**src/rtl/uart_tx_serializer_if.sv**
```systemverilog
`default_nettype none
// ============================================================================
// Module      : uart_tx_serializer_if
// Description : Byte request / serial line bundle for the UART TX serializer.
// Revision    : 1.0 - initial release
// ============================================================================
interface uart_tx_serializer_if #(
    parameter int DATA_WIDTH = 8
);
    logic [DATA_WIDTH-1:0] P_DATA;
    logic                  Data_Valid;
    logic                  PAR_EN;
    logic                  PAR_TYP;
    logic                  TX_OUT;
    logic                  Busy;

    // Upstream control / FIFO read side
    modport master (
        output P_DATA,
        output Data_Valid,
        output PAR_EN,
        output PAR_TYP,
        input  TX_OUT,
        input  Busy
    );

    // Serializer side
    modport slave (
        input  P_DATA,
        input  Data_Valid,
        input  PAR_EN,
        input  PAR_TYP,
        output TX_OUT,
        output Busy
    );
endinterface
`default_nettype wire

```
**src/rtl/uart_tx_serializer.sv**
```systemverilog
`default_nettype none
// ============================================================================
// Module      : uart_tx_serializer
// Description : Shifts one byte out as start / data (LSB first) / parity / stop.
// Revision    : 1.0 - initial release
// ============================================================================
module uart_tx_serializer #(
    parameter int DATA_WIDTH = 8
) (
    input  wire logic            clk,
    input  wire logic            rst,
    uart_tx_serializer_if.slave  bus
);

    localparam int CNT_W = (DATA_WIDTH > 1) ? $clog2(DATA_WIDTH) : 1;
    localparam logic [CNT_W-1:0] c_last_cnt = CNT_W'(DATA_WIDTH - 1);

    typedef enum logic [2:0] {
        S_IDLE   = 3'd0,
        S_START  = 3'd1,
        S_DATA   = 3'd2,
        S_PARITY = 3'd3,
        S_STOP   = 3'd4
    } state_t;

    state_t                r_state_q,   w_state_d;
    logic [CNT_W-1:0]      r_cnt_q,     w_cnt_d;
    logic [DATA_WIDTH-1:0] r_data_q,    w_data_d;
    logic                  r_par_en_q,  w_par_en_d;
    logic                  r_par_bit_q, w_par_bit_d;
    logic                  r_tx_q,      w_tx_d;
    logic                  r_busy_q,    w_busy_d;
    logic                  w_accept;

    // A new byte may be taken only when the line is idle or finishing a stop bit.
    assign w_accept = bus.Data_Valid && ((r_state_q == S_IDLE) || (r_state_q == S_STOP));

    always_comb begin
        w_state_d   = r_state_q;
        w_cnt_d     = r_cnt_q;
        w_data_d    = r_data_q;
        w_par_en_d  = r_par_en_q;
        w_par_bit_d = r_par_bit_q;

        case (r_state_q)
            S_IDLE, S_STOP: begin
                if (w_accept) begin
                    w_state_d   = S_START;
                    w_data_d    = bus.P_DATA;
                    w_par_en_d  = bus.PAR_EN;
                    w_par_bit_d = (^bus.P_DATA) ^ bus.PAR_TYP;
                end else begin
                    w_state_d   = S_IDLE;
                end
            end
            S_START: begin
                w_state_d = S_DATA;
                w_cnt_d   = '0;
            end
            S_DATA: begin
                if (r_cnt_q == c_last_cnt) begin
                    w_state_d = r_par_en_q ? S_PARITY : S_STOP;
                end else begin
                    w_cnt_d   = r_cnt_q + 1'b1;
                end
            end
            S_PARITY: begin
                w_state_d = S_STOP;
            end
            default: begin
                w_state_d = S_IDLE;
            end
        endcase
    end

    // Line level is decoded from the next state so TX_OUT comes straight off a flop.
    always_comb begin
        w_tx_d = 1'b1;
        case (w_state_d)
            S_START:  w_tx_d = 1'b0;
            S_DATA:   w_tx_d = w_data_d[w_cnt_d];
            S_PARITY: w_tx_d = w_par_bit_d;
            default:  w_tx_d = 1'b1;
        endcase
        w_busy_d = (w_state_d != S_IDLE);
    end

    always_ff @(posedge clk or negedge rst) begin
        if (!rst) begin
            r_state_q   <= S_IDLE;
            r_cnt_q     <= '0;
            r_data_q    <= '0;
            r_par_en_q  <= 1'b0;
            r_par_bit_q <= 1'b0;
            r_tx_q      <= 1'b1;
            r_busy_q    <= 1'b0;
        end else begin
            r_state_q   <= w_state_d;
            r_cnt_q     <= w_cnt_d;
            r_data_q    <= w_data_d;
            r_par_en_q  <= w_par_en_d;
            r_par_bit_q <= w_par_bit_d;
            r_tx_q      <= w_tx_d;
            r_busy_q    <= w_busy_d;
        end
    end

    assign bus.TX_OUT = r_tx_q;
    assign bus.Busy   = r_busy_q;

endmodule
`default_nettype wire

```
**src/flat_wrapper.sv**
```systemverilog
// flat-port wrapper written by rule: the top's interface ports become plain ports
module uart_tx_serializer_flat 
#(
    parameter int DATA_WIDTH = 8
)
  (clk, rst, bus_P_DATA, bus_Data_Valid, bus_PAR_EN, bus_PAR_TYP, bus_TX_OUT, bus_Busy);
  uart_tx_serializer_if #(.DATA_WIDTH(DATA_WIDTH)) bus_i ();
  input  wire logic clk;
  input  wire logic rst;
  input wire logic [$bits(bus_i.P_DATA)-1:0] bus_P_DATA;
  input wire logic [$bits(bus_i.Data_Valid)-1:0] bus_Data_Valid;
  input wire logic [$bits(bus_i.PAR_EN)-1:0] bus_PAR_EN;
  input wire logic [$bits(bus_i.PAR_TYP)-1:0] bus_PAR_TYP;
  output wire logic [$bits(bus_i.TX_OUT)-1:0] bus_TX_OUT;
  output wire logic [$bits(bus_i.Busy)-1:0] bus_Busy;
  assign bus_i.P_DATA = bus_P_DATA;
  assign bus_i.Data_Valid = bus_Data_Valid;
  assign bus_i.PAR_EN = bus_PAR_EN;
  assign bus_i.PAR_TYP = bus_PAR_TYP;
  assign bus_TX_OUT = bus_i.TX_OUT;
  assign bus_Busy = bus_i.Busy;
  uart_tx_serializer #(.DATA_WIDTH(DATA_WIDTH)) u_core (.clk(clk), .rst(rst), .bus(bus_i));
endmodule
```
**config.mk**
```make
export PLATFORM = sky130hd
export DESIGN_NAME = uart_tx_serializer_flat
export DESIGN_NICKNAME = d
export VERILOG_FILES = /design/src/rtl/uart_tx_serializer_if.sv /design/src/rtl/uart_tx_serializer.sv /design/src/flat_wrapper.sv
export SDC_FILE = /design/constraint.sdc
export NUM_CORES = 1
export LEC_CHECK = 0
export CELL_PAD_IN_SITES_DETAIL_PLACEMENT = 1
export CELL_PAD_IN_SITES_GLOBAL_PLACEMENT = 1
export CORE_MARGIN = 4
export CORE_UTILIZATION = 44
export DETAILED_ROUTE_END_ITERATION = 8
export GPL_TIMING_DRIVEN = 0
export PLACE_DENSITY_LB_ADDON = 0.1
export SLEW_MARGIN = 25
export SYNTH_ARGS = -nofsm -noshare
export SYNTH_HDL_FRONTEND = slang
export SYNTH_SLANG_ARGS = --single-unit
```
**constraint.sdc**
```tcl
create_clock -name clk -period 4.7 [get_ports clk]
set_input_delay 0.94 -clock clk [delete_from_list [all_inputs] [get_ports clk]]
set_output_delay 0.94 -clock clk [all_outputs]
set_load 0.01 [all_outputs]
```
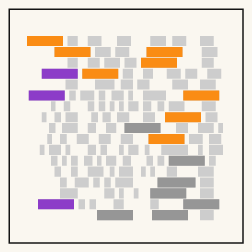
Figure 1: where the registers sit.
(4 px per µm) Other sequential cells in the stronger grey, the rest of the logic in the fainter grey.
| colour | name in the netlist | sequential cells |
|---|---|---|
| orange | `u_core.r_data_q` | 8 |
| purple | `u_core.r_cnt_q` | 3 |
register fraction of the total cell area: 34.35%
sequential power: 0.000276 W

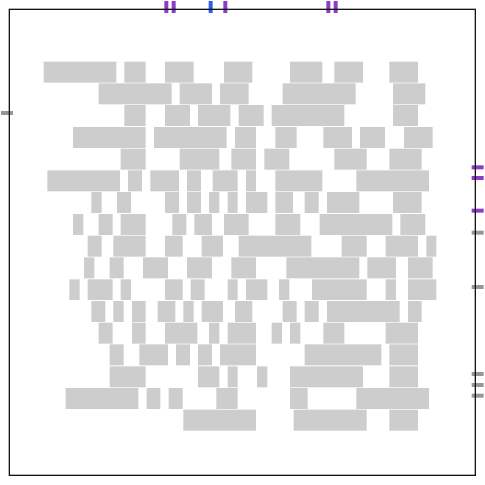
Figure 2: ports around the boundary.
(8 px per µm) Pins as bars across the die edge, other pins in grey.
| colour | port | pins | direction | edge |
|---|---|---|---|---|
| blue | `bus_PAR_TYP` | 1 | input | top |
| purple | `bus_P_DATA` | 8 | input | 5 top, 3 right |
all pins by edge: 8 right, 6 top, 1 left

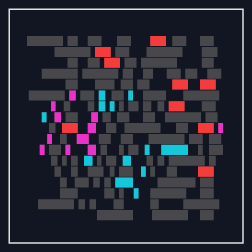
Figure 3: logic cells by family.
(4 px per µm)
| colour | family | cells | most used |
|---|---|---|---|
| cyan | NOR gates | 12 | nor2_1 |
| magenta | NAND gates | 11 | nand2_1 |
| red | multiplexers | 9 | mux2_2 |

==> flow_results.xml <==
<?xml version="1.0" encoding="UTF-8"?>
<metrics>
  <group name="run">
    <metric name="maxCapViolations" unit="">0</metric>
  </group>
  <group name="routing">
    <metric name="detail-route-antenna-nets" unit="">0</metric>
    <metric name="routed_wl" unit="µm">2890</metric>
    <metric name="post_drt_wl_per_cell" unit="µm">18.53</metric>
    <metric name="post-route-drc-count" unit="">0</metric>
    <metric name="vias_after_detailed_routing" unit="">922</metric>
  </group>
  <group name="critical_path">
    <metric name="crit_path_end_kind" unit="">flip-flop</metric>
    <metric name="worst_ep_arrival_time" unit="ns">2.89</metric>
    <metric name="critPathMaxFanout" unit="">5</metric>
    <metric name="path_class" unit="">input pin to flip-flop</metric>
    <metric name="required" unit="ns">4.92</metric>
    <metric name="r2r_slack" unit="ns">2.53</metric>
    <metric name="critPathLaunchType" unit="">input pin</metric>
    <metric name="crit_path_cell_trace" unit="">clkdlybuf4s50_1 &gt; nor3b_4 &gt; mux2_2 &gt; or3_1 &gt; o211ai_1 &gt; and4_1 &gt; o32ai_2</metric>
  </group>
  <group name="final_timing">
    <metric name="slew_viol_final" unit="">0</metric>
    <metric name="timing.final.crit_share" unit="%">56.76</metric>
    <metric name="worst_slew_pin_slew" unit="ns">0.8247</metric>
    <metric name="setup_violations" unit="">0</metric>
    <metric name="grt_setup_unrepaired" unit="">no</metric>
    <metric name="post-route-min-period" unit="ns">2.668</metric>
  </group>
  <group name="synth">
    <metric name="synth_top_flop_cell" unit="">sky130_fd_sc_hd__dfrtp_1</metric>
    <metric name="edf_count" unit="">0</metric>
    <metric name="postSynthNetCount" unit="">124</metric>
    <metric name="asyncSetResetFlopFracSynth" unit="%">100.0</metric>
    <metric name="post_synth_and_or_nand_nor_area_fraction" unit="%">15.19</metric>
    <metric name="yosysWarningCount" unit="">0</metric>
    <metric name="synth.mux.area_fraction" unit="%">9.184</metric>
    <metric name="netlist_instances" unit="">110</metric>
    <metric name="cell_count_in_the_yosys_report" unit="">110</metric>
    <metric name="top_cell" unit="">sky130_fd_sc_hd__dfrtp_1</metric>
    <metric name="yosysUniqueCellTypes" unit="">43</metric>
    <metric name="synth.comb.largest_family" unit="">AND-OR/OR-AND gates</metric>
    <metric name="yosys_area" unit="µm²">1104</metric>
    <metric name="post_synth_xor_area_fraction" unit="%">7.143</metric>
    <metric name="adder_share" unit="%">1.134</metric>
    <metric name="synth_area_per_cell" unit="µm²">10.03</metric>
  </group>
  <group name="clock_tree">
    <metric name="tritoncts" unit="">yes</metric>
    <metric name="ctsHtreeMaxLevel" unit="">1</metric>
    <metric name="clockBufferDepth" unit="">2</metric>
    <metric name="clock.latency.late_pin" unit="ns">0.30</metric>
    <metric name="clock-root-buffer" unit="">sky130_fd_sc_hd__clkbuf_4</metric>
    <metric name="post_cts_hold_buffer_count" unit="">0</metric>
  </group>
  <group name="global_route">
    <metric name="grt.met1_usage" unit="%">27.10</metric>
    <metric name="wire_length_of_the_first_global_routing_pass" unit="µm">5043</metric>
    <metric name="grt_util_all_layers" unit="%">19.90</metric>
    <metric name="grt_use_met2" unit="%">30.81</metric>
    <metric name="grt_start_max_net_pins" unit="">19</metric>
    <metric name="fraction_of_met3_tracks_used_by_global_routing" unit="%">4.677</metric>
    <metric name="global_route.peak_usage_layer" unit="">met2</metric>
    <metric name="overflow" unit="">0</metric>
  </group>
  <group name="hold_path">
    <metric name="worst_hold_path_type" unit="">flip-flop to flip-flop</metric>
  </group>
  <group name="power">
    <metric name="power" unit="W">0.0008363</metric>
    <metric name="leakage_dissipation" unit="nW">0.5548</metric>
    <metric name="power.density_cell_area" unit="nW/µm²">636.0</metric>
  </group>
  <group name="floorplan">
    <metric name="die-area" unit="µm²">3373</metric>
    <metric name="floorplanUtilization" unit="%">48.04</metric>
    <metric name="core" unit="µm²">2297</metric>
    <metric name="io_pins" unit="">15</metric>
    <metric name="placementRows" unit="">17</metric>
  </group>
  <group name="outcome">
    <metric name="status" unit="">completed</metric>
  </group>
  <group name="final_layout">
    <metric name="share_of_the_core_filled_with_cells" unit="%">57.24</metric>
    <metric name="design_area" unit="µm²">1315</metric>
    <metric name="antennaDiodeCount" unit="">0</metric>
  </group>
  <group name="placed_design">
    <metric name="final_weighted_congestion_in_routability_driven_placement" unit="">0.7713</metric>
  </group>
</metrics>
==> final timing paths <==
check,start,end,cells past startpoint
min in group asynchronous,rst,u_core.bus.Busy,1
worst max register to register,u_core.r_cnt_q[1],u_core.bus.TX_OUT,9
worst min-delay path,u_core.r_data_q[7],u_core.r_data_q[7],1
worst min register to register,u_core.r_data_q[7],u_core.r_data_q[7],1
worst max-delay path,bus_Data_Valid,u_core.bus.TX_OUT,7
max in group asynchronous,rst,u_core.r_data_q[2],1
==> cell usage in the layout, fill, tap and decap left out, types with 2 or more instances in the layout <==
cell / netlist / routed
sky130_fd_sc_hd__dfrtp_1: 17 / 17
sky130_fd_sc_hd__clkdlybuf4s50_1: 0 / 14
sky130_fd_sc_hd__a21oi_1: 9 / 9
sky130_fd_sc_hd__mux2_2: 8 / 8
sky130_fd_sc_hd__nor2_1: 6 / 6
sky130_fd_sc_hd__xnor2_1: 6 / 6
sky130_fd_sc_hd__nand2_1: 5 / 5
sky130_fd_sc_hd__inv_1: 5 / 5
sky130_fd_sc_hd__buf_2: 4 / 4
sky130_fd_sc_hd__o21ai_0: 4 / 4
sky130_fd_sc_hd__o21bai_1: 3 / 3
sky130_fd_sc_hd__xor2_1: 3 / 3
sky130_fd_sc_hd__nand3_1: 3 / 3
sky130_fd_sc_hd__clkbuf_4: 0 / 3
sky130_fd_sc_hd__clkbuf_1: 2 / 2
sky130_fd_sc_hd__and2b_1: 2 / 2
sky130_fd_sc_hd__nor2b_1: 2 / 2
sky130_fd_sc_hd__or3_1: 2 / 2
sky130_fd_sc_hd__nor3_1: 2 / 2
sky130_fd_sc_hd__o221ai_1: 2 / 2
==> layout make-up <==
class	count	area, µm²
clock buffers	4	36.28
inverters	6	22.52
multi-input cells	79	590.6
flip-flops and latches	18	451.7
fillers	270	982.2
repair buffers	14	140.1
plain buffers	7	38.79
well taps	28	35.03
==> state kept, by name (all words and copies together) (netlist names) <==
name	cells
u_core.r_data_q	8
u_core.r_cnt_q	3
u_core.r_state_q	3
u_core.bus.Busy	1
u_core.bus.TX_OUT	1
u_core.r_par_bit_q	1
u_core.r_par_en_q	1
==> critical path, delay by kind of cell <==
family / cells / cell delay, ns
and+or+nand+nor: 3 / 0.92
buffers and inverters: 1 / 0.46
AOI/OAI and AO/OA: 2 / 0.17
muxes: 1 / 0.40
==> per-layer routing <==
layer  routed length (µm)  vias to the layer above  share of wire, %
li1                     -                      430                 -
met2                 1370                       23                47
met1                 1332                      462                46
met5                    0                        -                 0
met4                   63                        0               2.2
met3                  123                        7               4.3
==> per-stage QoR <==
stage / worst slack, ns / hold WS, ns / cells
2_1_floorplan: 2.348 / 0.4545 / 110
3_3_place_gp: 1.710 / 0.4739 / 152
3_5_place_dp: 1.722 / 0.4753 / 152
4_1_cts: 2.037 / 0.5107 / 156
5_1_grt: 1.986 / 0.5303 / 156
6_report: 2.032 / 0.5057 / 156
==> power by group <==
part	total (W)	internal (W)	switching (W)	leakage, nW
sequential	0.000276	0.000231	0.0000449	0.216
combinational	0.000462	0.000211	0.000250	0.318
clock	0.0000983	0.0000473	0.0000509	0.0210
No activity file was given, so power comes from the tool's default toggle rates.
